File: config.mk
export PLATFORM = sky130hd
export DESIGN_NAME = sram_access_ctrl_flat
export DESIGN_NICKNAME = d
export VERILOG_FILES = /design/src/rtl/sram_access_ctrl_if.sv /design/src/rtl/sram_access_ctrl.sv /design/src/flat_wrapper.sv
export SDC_FILE = /design/constraint.sdc
export NUM_CORES = 1
export LEC_CHECK = 0
export CORE_ASPECT_RATIO = 0.7
export CORE_MARGIN = 5
export CORE_UTILIZATION = 30
export DETAILED_ROUTE_END_ITERATION = 7
export GPL_ROUTABILITY_DRIVEN = 0
export PLACE_DENSITY_LB_ADDON = 0.05
export SKIP_LAST_GASP = 1
export SYNTH_ARGS = -nofsm -noshare
export SYNTH_HDL_FRONTEND = slang
export SYNTH_SLANG_ARGS = --single-unit
export TNS_END_PERCENT = 10
File: constraint.sdc
create_clock -name clk -period 1.6 [get_ports clk]
set_input_delay 0.32 -clock clk [delete_from_list [all_inputs] [get_ports clk]]
set_output_delay 0.32 -clock clk [all_outputs]
set_load 0.01 [all_outputs]
File: src/rtl/sram_access_ctrl_if.sv
// Request/response bundle between the group scan logic and the SRAM access controller.
// master drives requests, slave answers with ready/err/rdata.
interface sram_access_ctrl_if #(
  parameter int ADDR_W = 11,
  parameter int DATA_W = 32
);
  logic              sram_ren;
  logic              sram_wen;
  logic [ADDR_W-1:0] sram_addr;
  logic [DATA_W-1:0] sram_wdata;
  logic [DATA_W-1:0] sram_rdata;
  logic              sram_ready;
  logic              sram_err;

  modport master (
    output sram_ren,
    output sram_wen,
    output sram_addr,
    output sram_wdata,
    input  sram_rdata,
    input  sram_ready,
    input  sram_err
  );

  modport slave (
    input  sram_ren,
    input  sram_wen,
    input  sram_addr,
    input  sram_wdata,
    output sram_rdata,
    output sram_ready,
    output sram_err
  );
endinterface

File: src/rtl/sram_access_ctrl.sv
// Turns a level-held read/write request into one single-cycle SRAM macro access.
// All outputs are registered from the next-state values.
module sram_access_ctrl #(
  parameter int ADDR_W = 11,
  parameter int DATA_W = 32,
  parameter int RD_LAT = 2
) (
  input  logic              clk,
  input  logic              rst,
  sram_access_ctrl_if.slave bus,
  output logic              busy,
  output logic              mem_cen_n,
  output logic              mem_wen_n,
  output logic [ADDR_W-1:0] mem_a,
  output logic [DATA_W-1:0] mem_d,
  input  logic [DATA_W-1:0] mem_q
);

  generate
    if (RD_LAT < 1 || RD_LAT > 4) begin : g_bad_lat
      $error("sram_access_ctrl: RD_LAT must be in 1..4");
    end
  endgenerate

  typedef enum logic [2:0] {
    S_IDLE,
    S_ACCESS,
    S_WAIT,
    S_DONE,
    S_RELEASE
  } state_e;

  localparam logic [1:0] LAT_LOAD = 2'(RD_LAT - 1);

  state_e            state;
  state_e            state_nx;
  logic [1:0]        cnt;
  logic              op_wr;

  logic              req;
  logic              illegal;
  logic              rd_last;

  logic              cen_nx;
  logic              wen_nx;
  logic [ADDR_W-1:0] a_nx;
  logic [DATA_W-1:0] d_nx;
  logic [DATA_W-1:0] rdata_q;
  logic [DATA_W-1:0] rdata_nx;
  logic              ready_q;
  logic              ready_nx;
  logic              err_q;
  logic              err_nx;
  logic              busy_nx;

  assign req     = bus.sram_ren | bus.sram_wen;
  assign illegal = bus.sram_ren & bus.sram_wen;
  assign rd_last = (state == S_WAIT) && (cnt == 2'd0);

  always_ff @(posedge clk) begin
    if (rst) begin
      state <= S_IDLE;
      cnt   <= 2'd0;
      op_wr <= 1'b0;
    end else begin
      state <= state_nx;
      if (state == S_IDLE && req)
        op_wr <= bus.sram_wen & ~bus.sram_ren;
      if (state == S_ACCESS)
        cnt <= LAT_LOAD;
      else if (state == S_WAIT)
        cnt <= cnt - 2'd1;
    end
  end

  always_comb begin
    state_nx = state;
    unique case (state)
      S_IDLE: begin
        if (req)
          state_nx = illegal ? S_DONE : S_ACCESS;
      end
      S_ACCESS:  state_nx = op_wr ? S_DONE : S_WAIT;
      S_WAIT: begin
        if (cnt == 2'd0)
          state_nx = S_DONE;
      end
      S_DONE:    state_nx = S_RELEASE;
      S_RELEASE: begin
        if (!req)
          state_nx = S_IDLE;
      end
      default:   state_nx = S_IDLE;
    endcase
  end

  // ACCESS is only entered from IDLE, so the live request is the captured op
  always_comb begin
    cen_nx   = 1'b1;
    wen_nx   = 1'b1;
    a_nx     = mem_a;
    d_nx     = mem_d;
    rdata_nx = rdata_q;
    ready_nx = 1'b0;
    err_nx   = 1'b0;
    busy_nx  = (state_nx != S_IDLE);
    if (state_nx == S_ACCESS) begin
      cen_nx = 1'b0;
      wen_nx = ~bus.sram_wen;
      a_nx   = bus.sram_addr;
      d_nx   = bus.sram_wdata;
    end
    if (rd_last)
      rdata_nx = mem_q;
    if (state_nx == S_DONE) begin
      ready_nx = 1'b1;
      err_nx   = (state == S_IDLE);
    end
  end

  always_ff @(posedge clk) begin
    if (rst) begin
      mem_cen_n <= 1'b1;
      mem_wen_n <= 1'b1;
      mem_a     <= '0;
      mem_d     <= '0;
      rdata_q   <= '0;
      ready_q   <= 1'b0;
      err_q     <= 1'b0;
      busy      <= 1'b0;
    end else begin
      mem_cen_n <= cen_nx;
      mem_wen_n <= wen_nx;
      mem_a     <= a_nx;
      mem_d     <= d_nx;
      rdata_q   <= rdata_nx;
      ready_q   <= ready_nx;
      err_q     <= err_nx;
      busy      <= busy_nx;
    end
  end

  assign bus.sram_rdata = rdata_q;
  assign bus.sram_ready = ready_q;
  assign bus.sram_err   = err_q;

endmodule
File: src/flat_wrapper.sv
// flat-port wrapper written by rule: the top's interface ports become plain ports
module sram_access_ctrl_flat 
#(
  parameter int ADDR_W = 11,
  parameter int DATA_W = 32,
  parameter int RD_LAT = 2
)
  (clk, rst, busy, mem_cen_n, mem_wen_n, mem_a, mem_d, mem_q, bus_sram_ren, bus_sram_wen, bus_sram_addr, bus_sram_wdata, bus_sram_rdata, bus_sram_ready, bus_sram_err);
  sram_access_ctrl_if #(.ADDR_W(ADDR_W), .DATA_W(DATA_W)) bus_i ();
  input  logic clk;
  input  logic rst;
  output logic busy;
  output logic mem_cen_n;
  output logic mem_wen_n;
  output logic [ADDR_W-1:0] mem_a;
  output logic [DATA_W-1:0] mem_d;
  input  logic [DATA_W-1:0] mem_q;
  input wire logic [$bits(bus_i.sram_ren)-1:0] bus_sram_ren;
  input wire logic [$bits(bus_i.sram_wen)-1:0] bus_sram_wen;
  input wire logic [$bits(bus_i.sram_addr)-1:0] bus_sram_addr;
  input wire logic [$bits(bus_i.sram_wdata)-1:0] bus_sram_wdata;
  output wire logic [$bits(bus_i.sram_rdata)-1:0] bus_sram_rdata;
  output wire logic [$bits(bus_i.sram_ready)-1:0] bus_sram_ready;
  output wire logic [$bits(bus_i.sram_err)-1:0] bus_sram_err;
  assign bus_i.sram_ren = bus_sram_ren;
  assign bus_i.sram_wen = bus_sram_wen;
  assign bus_i.sram_addr = bus_sram_addr;
  assign bus_i.sram_wdata = bus_sram_wdata;
  assign bus_sram_rdata = bus_i.sram_rdata;
  assign bus_sram_ready = bus_i.sram_ready;
  assign bus_sram_err = bus_i.sram_err;
  sram_access_ctrl #(.ADDR_W(ADDR_W), .DATA_W(DATA_W), .RD_LAT(RD_LAT)) u_core (.clk(clk), .rst(rst), .bus(bus_i), .busy(busy), .mem_cen_n(mem_cen_n), .mem_wen_n(mem_wen_n), .mem_a(mem_a), .mem_d(mem_d), .mem_q(mem_q));
endmodule
Fig. 1: run 1, power grid
Bar = 50 µm. Pins as bars on the die edge. Tap cells in grey.
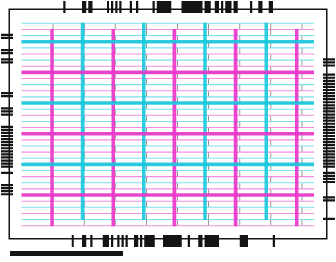
colour	net
magenta	VSS
cyan	VDD
met5 straps	6
rows	33
met4 straps	9

Fig. 2: run 1, placed cells, one colour a class
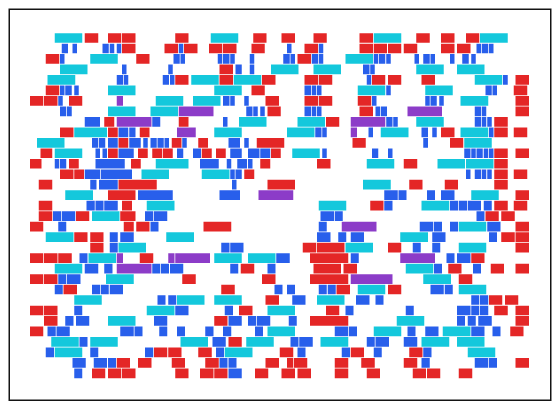
colour	class	cells
cyan	flops	86
purple	clock drivers and dummy loads	15
blue	combinational and other logic	265
red	other buffers and delay cells	190

Fig. 3: run 1, routed clock nets over the placement
Bar = 50 µm.
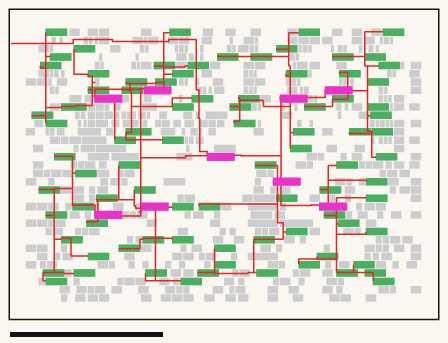
[red] clock wires | length: 1170 µm
[green] flip-flops | count: 86
[magenta] clock drivers | count: 9
routed clock nets	10

==> changes_impl.md, run 1 <==
### Metrics

* Startpoint types: register
* Aoi share at 6.79%
* Worst setup endpoint: u_core.mem_d[11]
* Latency at later pin at 0.33 ns
* Pwr per Cell Area at 1170 mW/mm²
* Setup_tns at -1.20 ns
* Max Root-Sink Buffers at 2
* Layout cells sized above 1 at 10.6%
* Cell Type Count at 30
* Antenna diodes at 0
* Status: finished, violations left
* Cell Area, Synth at between 0.003 and 0.004 mm²
* Post-Route Utilization at 50.4%
* Final nets at 632
* Placed Cells incl. Taps at 688
* Gate Count Post-Synth at 380
* First-pass GRT wire length at 15.4 mm
* GRT overflow at 0
* Fin crit period at 1.69 ns
* Final worst slack at -0.0927 ns
* Clock transition at path regs at 0.06 ns
* Die ar. at 0.0142 mm²
* Final worst clock skew at ~0.0044 ns
* # setup viols final at 24
* XOR-XNOR Cells, Area Fraction at 0%
* Most used cell, CP: buf_12
* Post-layout period usage at 106%
* Die Span X at approximately 140 µm
* Synth Area per Inst at 9.36 µm²
* Root buf cell: clkbuf_16
* Fp_density at 30.6%
* Floorplan Nets at 460
* Max_slew headroom at roughly 76%
* Bufs and invs on worst path at 3
* Adders+Majority by Area at 0.668%
* Residual DRC at 0
* Slew Viols, Final at 0
* YS chip area at 0.00356 mm²
* Worst Tran Pin Value at around 0.36 ns
* Kind of critical path: register to register
* IO Port Bufs at 158
* Worst VDD drop at approximately 0.59 mV
* Initial DRC Count at 58
* Mean number of vias per cell at ~4.2
* Vias in the first global route at 3071
* GRT Overall Usage at 13.6%
* Die Height at ~100 µm
* FMAX at 591 MHz
* IO Pins at about 160
* Via count at 3021
* Ys Warns at 0
* CP Cell Sequence: maj3_2, mux2i_4, nor2b_4, buf_12, buf_12, buf_16, mux2i_1
* CTS tree: yes
* Hold Crit Class: input port to register
* Total chip power at 6.87 mW
* Mux share at 12.7%
* Failing checks: setup timing
* CP startpoint: u_core.state[2]
* Pleak at 2.16 nW
* Critical path's largest stage delay at 0.37 ns
* Post-route ant nets at 0
* Critical path endpoint category: register
* Final std cells w/o fill at just over 700
* Core area at 0.0116 mm²
* Layout area overhead at 65.0%
* WL/cell at 13.5 µm
* 1st-pass router iterations at 4
* Initial antenna violation count at 0
* WL final at approximately 9.6 mm
* Ys cells at 380
* Worst Path Required at 1.86 ns
* Hold Worst Slack at 0.408 ns
* Log Warnings at 28
* Crit-path slowest cell: dfxtp_4
* Worst r2r dst: u_core.mem_d[11]
* Area after DPL at 0.00535 mm²
* Worst path depth at 7
* Flops after synth at 86
* Simple-Gate Area Share at 25.3%
* Clock Sinks at 86
run 1: sequential cells by signal (all words and copies together), names as in the netlist:
signal / flops
u_core.bus.sram_err: 1
u_core.cnt: 2
u_core.op_wr: 1
u_core.mem_a: 11
u_core.mem_wen_n: 1
u_core.mem_cen_n: 1
u_core.mem_d: 32
u_core.bus.sram_ready: 1
u_core.busy: 1
u_core.bus.sram_rdata: 32
u_core.state: 3
run 1: cell type report:
type / instances / area (µm²)
multi-input cells: 261 / 1670
flip-flops and latches: 86 / 1730
well taps: 157 / 196
repair buffers: 190 / 1970
fillers: 1056 / 5770
clock inverters: 5 / 50.0
clock buffers: 10 / 239
inverters: 4 / 15.0
run 1: layer usage:
layer / routed length, µm / global-route usage (%) / up-vias
met1: 4540 / 17.6 / 1357
met4: 86 / 3.80 / 0
met2: 4380 / 21.4 / 85
met3: 635 / 5.12 / 9
li1: - / - / 1570
met5: 0 / 0 / -
run 1: report_power, final:
group,switching [mW],internal (mW),leakage (nW),total (mW)
logic,0.888,1.35,1.31,2.24
registers,0.162,2.43,0.704,2.59
clock network,0.813,1.23,0.148,2.04
total,1.86,5.01,2.16,6.87
run 1: worst min path at each step:
stage	endpoint	slack, ns	cells after the start	from
final	u_core.state[2]	0.41	2	rst
after global routing	u_core.state[2]	0.46	2	rst
after CTS	u_core.state[2]	0.40	2	rst
after detailed placement	u_core.bus.sram_rdata[6]	0.45	2	u_core.bus.sram_rdata[6]
after global placement	u_core.bus.sram_rdata[15]	0.44	2	u_core.bus.sram_rdata[15]
after floorplan	u_core.mem_wen_n	0.39	1	bus_sram_wen
run 1: cell usage after synthesis:
cell        n  area share, %
nand2b_1   87             15
dfxtp_1    86             48
nand2_1    66            7.0
mux2i_1    43             12
a21oi_1    36            5.1
clkbuf_1   17            1.8
nor2_1      6           0.63
buf_2       5           0.70
buf_12      4            2.3
inv_1       4           0.42
buf_6       3           0.95
nor3_1      3           0.42
a211oi_1    2           0.42
nand3_1     2           0.28
a211o_1     1           0.25
a2bb2oi_1   1           0.25
a31oi_2     1           0.35
and2_1      1           0.18
and3b_1     1           0.25
ha_1        1           0.35
maj3_2      1           0.32
mux2i_4     1           0.63
nand3b_1    1           0.21
nor2_2      1           0.18
nor2b_1     1           0.18
nor2b_2     1           0.25
nor4bb_1    1           0.28
o211ai_1    1           0.21
o22a_1      1           0.25
or3_1       1           0.18
run 1: logic make-up (layout without fill, tap and decap cells):
group	after synthesis	count (layout)
AND/OR/NAND/NOR	172	172
flip-flops	86	86
multiplexers	44	44
AND-OR/OR-AND	43	43
buffers and inverters	33	209
adder cells (fa/ha/maj)	2	2
run 1: cell usage in the layout, fill, tap and decap left out, types with 4 or more instances in the layout:
cell type        instances
a21oi_1                 36
buf_12                   6
buf_16                   4
buf_4                   21
clkbuf_16                9
clkdlybuf4s50_1        155
clkinv_2                 4
dfxtp_1                 84
inv_1                    4
mux2i_1                 43
nand2_1                 66
nand2b_1                86
nor2_1                   6
run 1: timing repair:
item                                    CTS  global route
pin swaps                                 2             2
endpoints found under the setup margin   42            49
gates cloned                              3             0
hold buffers                              0             0
setup buffers                             5             2
gates resized                            15             3
--- run 2 (diff from run 1) ---
- REMOVE_ABC_BUFFERS: default -> 1
Fig. 4: run 2, metal layers overlaid
Bar = 50 µm. Two of the layers only.
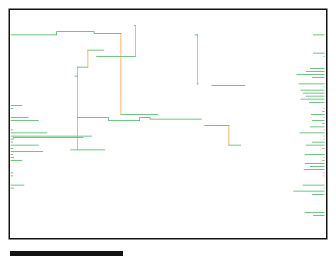
colour	layer	wire length
orange	metal 4	124 µm
green	metal 3	574 µm

Fig. 5: run 2, placed cells, one colour a class
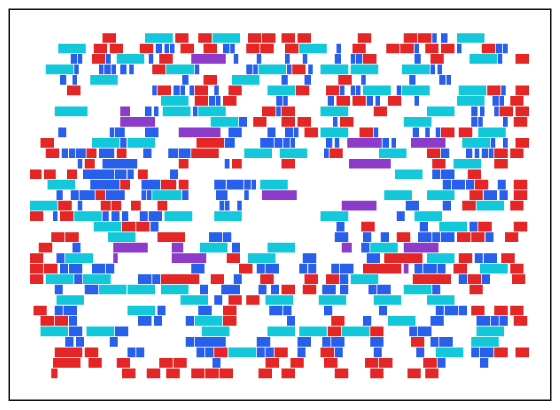
colour	class	cells
purple	clock drivers and dummy loads	16
blue	combinational and other logic	265
cyan	flops	86
red	other buffers and delay cells	182

==> run 2 against run 1 <==
Compared with the run above: the flow still finishes with violations (setup timing); setup slack gained 0.036 ns; critical endpoint is now u_core.mem_d[14]; first-iteration DRC count is 76% higher; critical path type unchanged; global-route usage grew 1.1 points.
==> changes_impl.md, run 2 <==
### Metrics

* Main flop type: dfxtp_1 (unchanged)
* Cts hold-fix bufs at 0 (unchanged)
* Hold Crit Class: input port to register (unchanged)
* Combinational share of power at 31.1% (was 32.5%)
* Synth Area per Inst at 9.36 µm² (unchanged)
* Layout cells sized above 1 at 9.11% (was 10.6%)
* Post-route ant nets at 0 (unchanged)
* Clock Sinks at 86 (unchanged)
* Vias in the first global route at 3062 (was 3071)
* Cell Type Count at 30 (unchanged)
* Hold Worst Slack at 0.353 ns (was 0.408 ns)
* Area leader share at 48.4% (unchanged)
* YS chip area at 0.00356 mm² (unchanged)
* GR Layer Usage met2 at 22.7% (was 21.4%)
* # setup viols final at 33 (was 24)
* Critical path's largest stage delay at 0.37 ns (about the same)
* Final worst clock skew at 0.00950 ns (was 0.00437 ns)
* Final nets at 624 (was 632)
* Commonest Layout Cell: clkdlybuf4s50_1 (unchanged)
* Sw Ratio at 27.3% (was 27.1%)
* Ys Warns at 0 (unchanged)
* Area after DPL at 0.00533 mm² (was 0.00535 mm²)
* Reg power frac at 37.0% (was 37.7%)
* Setup_tns at -0.582 ns (was -1.20 ns)
* Final worst slack at -0.0562 ns (was -0.0927 ns)
* First-pass GRT wire length at 16.6 mm (was 15.4 mm)
* Cell Area, Synth at 0.00356 mm² (unchanged)
* Filler cell count at 1112 (was 1056)
* Log Warnings at 27 (was 28)
* CP Cell Sequence: maj3_2, mux2i_4, nor2b_4, buf_12, buf_16, mux2i_4 (was maj3_2, mux2i_4, nor2b_4, buf_12, buf_12, buf_16, mux2i_1)
* Internal power at 5.08 mW (was 5.01 mW)
* Worst Path Required at 1.86 ns (about the same)
* Initial antenna violation count at 0 (unchanged)
* Critical path endpoint category: register (unchanged)
* IO Pins at 159 (unchanged)
* GRT Overall Usage at 14.7% (was 13.6%)
* Most used cell, CP: mux2i_4 (was buf_12)
* Post-Route Utilization at 50.1% (was 50.4%)
* WL final at 10.2 mm (was 9.65 mm)
* Core area at 0.0116 mm² (unchanged)
* Max Root-Sink Buffers at 2 (unchanged)
* Placed Cells incl. Taps at 684 (was 688)
* Max_slew headroom at 76.3% (was 75.9%)
* Global-route track usage on met1 at 19.6% (was 17.6%)
* Failing checks: setup timing (unchanged)
* Mean number of vias per cell at 4.29 (was 4.24)
* Ys cells at 380 (unchanged)
* 1st-pass router iterations at 4 (unchanged)
* Die ar. at 0.0142 mm² (unchanged)
* Total chip power at 7.00 mW (was 6.87 mW)
* Clock transition at path regs at 0.06 ns (about the same)
* Antenna diodes at 0 (unchanged)
* Clock power share at 31.9% (was 29.7%)
* Pwr per Cell Area at 1200 mW/mm² (was 1170 mW/mm²)
* Most crowded layer after global routing: met2 (unchanged)
* Residual DRC at 0 (unchanged)
* EDFF count, synth at 0 (unchanged)
* Fp_density at 30.6% (unchanged)
* Slew Viols, Final at 0 (unchanged)
* Startpoint types: register (unchanged)
* Initial DRC Count at 102 (was 58)
* Root buf cell: clkbuf_16 (unchanged)
* Pleak at 2.12 nW (was 2.16 nW)
* Status: finished, violations left (unchanged)
* Post-synth top area cell: dfxtp_1 (unchanged)
* Worst VDD drop at 0.570 mV (was 0.588 mV)
-- run 2: worst paths after layout --
kind	start	to	slack, ns	depth (start not counted)
setup / recovery	u_core.state[2]	u_core.mem_d[14]	-0.06	6
hold / removal	bus_sram_wen	u_core.mem_wen_n	0.35	2
setup reg to reg	u_core.state[2]	u_core.mem_d[14]	-0.06	6
hold reg to reg	u_core.bus.sram_rdata[30]	u_core.bus.sram_rdata[30]	0.45	2
-- run 2: timing repair --
item / in CTS / in global routing
pin swaps: 2 / 1
endpoints found under the setup margin: 39 / 60
gates resized: 14 / 4
cloned: 3 / 0
buffers inserted: 4 / 0
-- run 2: logic make-up after synthesis --
family | synth area share (%)
simple gates | 25.3
fa+ha+maj | 0.668
mux | 12.7
flops | 48.4
buf+inv | 6.12
compound gates | 6.79
-- run 2: final cells by class --
| type | instances | area [µm²] | share of cell area [%] |
|---|---|---|---|
| well taps | 157 | 196 | 3.37 |
| clock inverters | 5 | 83.8 | 1.44 |
| multi-input cells | 261 | 1680 | 28.7 |
| repair buffers | 182 | 1900 | 32.6 |
| flip-flops and latches | 86 | 1730 | 29.6 |
| clock buffers | 11 | 233 | 3.99 |
| inverters | 4 | 15.0 | 0.258 |
-- run 2: power groups by stage --
stage	Combinational [mW]	Clock (mW)	Sequential, mW
2_1_floorplan	0.715	0	2.74
3_3_place_gp	1.90	0	2.62
3_5_place_dp	1.93	0	2.63
4_1_cts	2.19	2.33	2.59
5_1_grt	2.35	2.41	2.63
6_report	2.18	2.23	2.59
-- run 2: critical path, delay by kind of cell, from the launching register on --
family	cells	cell delay, ns
flops	1	0.37
mux	2	0.37
buf+inv	2	0.29
fa+ha+maj	1	0.33
simple gates	1	0.23
-- run 2: routing by layer --
metal	wire length, µm	up-vias
li1	-	1560
met1	4910	1377
met2	4580	76
met3	573	14
met4	124	0
met5	0	-
--- run 3 (diff from run 2) ---
- CTS_BUF_LIST: default -> sky130_fd_sc_hd__clkbuf_4
- SETUP_SLACK_MARGIN: default -> 0.05
Fig. 6: run 3, routed clock nets over the placement
Bar = 50 µm.
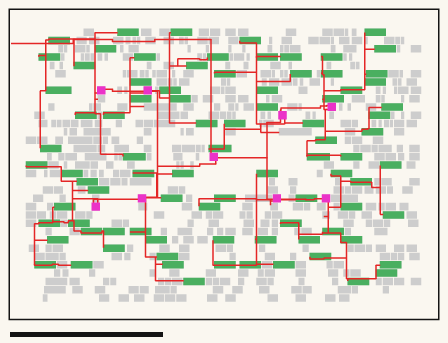
[magenta] clock drivers | count: 9
[green] flip-flops | count: 86
[red] clock wires | length: 1190 µm
routed clock nets	10

Fig. 7: run 3, clock wiring as the flow saved it
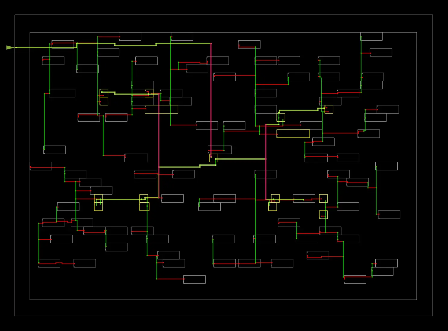
Seq cells: 86
clock-net power: 1.43 mW

==> run 3 against run 2 <==
Compared with the run above: wire length down 1.6%; worst hold slack worse by 0.0092 ns; critical endpoint is now mem_d[9]; count of clock-buffer cells in the layout unchanged; sequential share of layout area up 1.2 points; setup slack worse by 0.0087 ns; via count down 1.4%; the run still ends with setup timing left.
==> changes_impl.md, run 3 <==
### Metrics

* GRT Overall Usage at 13.8% (was 14.7%)
* Log Warnings at 27 (unchanged)
* Final nets at 621 (was 624)
* Post-Route Utilization at 48.2% (was 50.1%)
* Critical path endpoint category: output port (was register)
* Vias in the first global route at 2957 (was 3062)
* Final worst slack at -0.0649 ns (was -0.0562 ns)
* YS chip area at 0.00356 mm² (unchanged)
* Pwr per Cell Area at 1070 mW/mm² (was 1200 mW/mm²)
* Die ar. at 0.0142 mm² (unchanged)
* Clock Sinks at 86 (unchanged)
* CP Cell Sequence: clkdlybuf4s50_1 (was maj3_2, mux2i_4, nor2b_4, buf_12, buf_16, mux2i_4)
* Commonest Layout Cell: clkdlybuf4s50_1 (unchanged)
* Critical path's largest stage delay at 0.55 ns (was 0.37 ns)
* Worst Tran Pin Value at 0.357 ns (was 0.352 ns)
* Reg power frac at 42.8% (was 37.0%)
* Fin crit period at 1.66 ns (about the same)
* Cell Type Count at 30 (unchanged)
* Slew Viols, Final at 0 (unchanged)
* GRT overflow at 0 (unchanged)
* Post-route ant nets at 0 (unchanged)
* Most frequent cell after synthesis: nand2b_1 (unchanged)
* Global-route track usage on met1 at 18.7% (was 19.6%)
* Latency at later pin at 0.43 ns (was 0.34 ns)
* Placed Cells incl. Taps at 684 (unchanged)
* Post-layout period usage at 104% (about the same)
* Layout cells sized above 1 at 9.34% (was 9.11%)
* First-pass GRT wire length at 15.8 mm (was 16.6 mm)
* Post-synth top area cell: dfxtp_1 (unchanged)
* WL/cell at 14.3 µm (was 14.4 µm)
* Initial antenna violation count at 0 (unchanged)
* Worst Path Required at 1.28 ns (was 1.86 ns)
* Post-synth area hogs: dfxtp_1, nand2b_1, mux2i_1 (unchanged)
* Switching power at 1.77 mW (was 1.91 mW)
* Residual DRC at 0 (unchanged)
* Startpoint types: register (unchanged)
* Synth Area per Inst at 9.36 µm² (unchanged)
* Pleak at 2.18 nW (was 2.12 nW)
* Hold Worst Slack at 0.343 ns (was 0.353 ns)
* Delay-heaviest family, CP: buffers and inverters (was flip-flops)
* Mean number of vias per cell at 4.24 (was 4.29)
* Status: finished, violations left (unchanged)
* Most crowded layer after global routing: met2 (unchanged)
* Max_slew headroom at 76.0% (was 76.3%)
* 1st-pass router iterations at 4 (unchanged)
* WL final at 10.0 mm (was 10.2 mm)
* Worst VDD drop at 0.417 mV (was 0.570 mV)
* Cell Area, Synth at 0.00356 mm² (unchanged)
* Setup_tns at -2.87 ns (was -0.582 ns)
* Root buf cell: clkbuf_4 (was clkbuf_16)
* Crit-path slowest cell: clkdlybuf4s50_1 (was dfxtp_4)
* Die Span X at 140 µm (unchanged)
* FMAX at 601 MHz (was 604 MHz)
* Initial DRC Count at 83 (was 102)
* IO Port Bufs at 158 (unchanged)
* Failing checks: setup timing (unchanged)
* Main flop type: dfxtp_1 (unchanged)
* Cts hold-fix bufs at 0 (unchanged)
* Top cells excl fill/tap: clkdlybuf4s50_1, nand2b_1, dfxtp_1, nand2_1, mux2i_1 (unchanged)
* IO Pins at 159 (unchanged)
* # setup viols final at 94 (was 33)
-- run 3: kinds of logic (layout without fill, tap and decap cells) --
kind of cell | after synthesis | count (layout) | share of synthesized area (%)
AND/OR/NAND/NOR | 172 | 172 | 25.3
AND-OR/OR-AND | 43 | 43 | 6.79
buffers and inverters | 33 | 199 | 6.12
adder cells (fa/ha/maj) | 2 | 2 | 0.668
flip-flops | 86 | 86 | 48.4
multiplexers | 44 | 44 | 12.7
-- run 3: final cells by class --
type                            count  area (µm²)  share of cell area [%]
Clock buffer                       11        82.6                    1.47
Inverter                            4        15.0                   0.267
Sequential cell                    86        1730                    30.8
Multi-Input combinational cell    261        1670                    29.7
Tap cell                          157         196                    3.50
Clock inverter                      5        83.8                    1.49
Timing Repair Buffer              179        1840                    32.8
-- run 3: metal layers --
metal  vias to the layer above  wire (µm)
met5                         -          0
met4                         0        131
met3                        12        568
met2                        79       4480
met1                      1344       4850
li1                       1549          -
-- run 3: final timing paths --
path | startpoint | endpoint | slack (ns) | cells after the start
setup / recovery | u_core.mem_d[9] | mem_d[9] | -0.06 | 1
hold / removal | rst | u_core.state[1] | 0.34 | 3
setup reg to reg | u_core.state[2] | u_core.mem_d[14] | -0.05 | 6
hold reg to reg | u_core.bus.sram_rdata[21] | u_core.bus.sram_rdata[21] | 0.46 | 2
-- run 3: power by group through the flow --
stage	registers, mW	logic [mW]	clock network (mW)
finish	2.58	2.02	1.43
global route	2.62	2.19	1.60
CTS	2.58	1.91	1.51
detailed placement	2.63	1.93	0
global placement	2.62	1.90	0
floorplan	2.74	0.715	0
-- run 3: stage by stage --
step | power (mW) | area [µm²]
global placement | 4.53 | 5330
CTS | 6.00 | 5480
global route | 6.41 | 5620
detailed placement | 4.55 | 5330
floorplan | 3.46 | 3350
finish | 6.03 | 5620
-- run 3: what timing repair did --
item | CTS | global route
pin swaps | 0 | 2
gates resized | 13 | 17
setup buffers | 0 | 1
cloned | 0 | 2
endpoints found under the setup margin | 120 | 146
Power figures rest on the tool's default switching activity, not on a simulated workload.
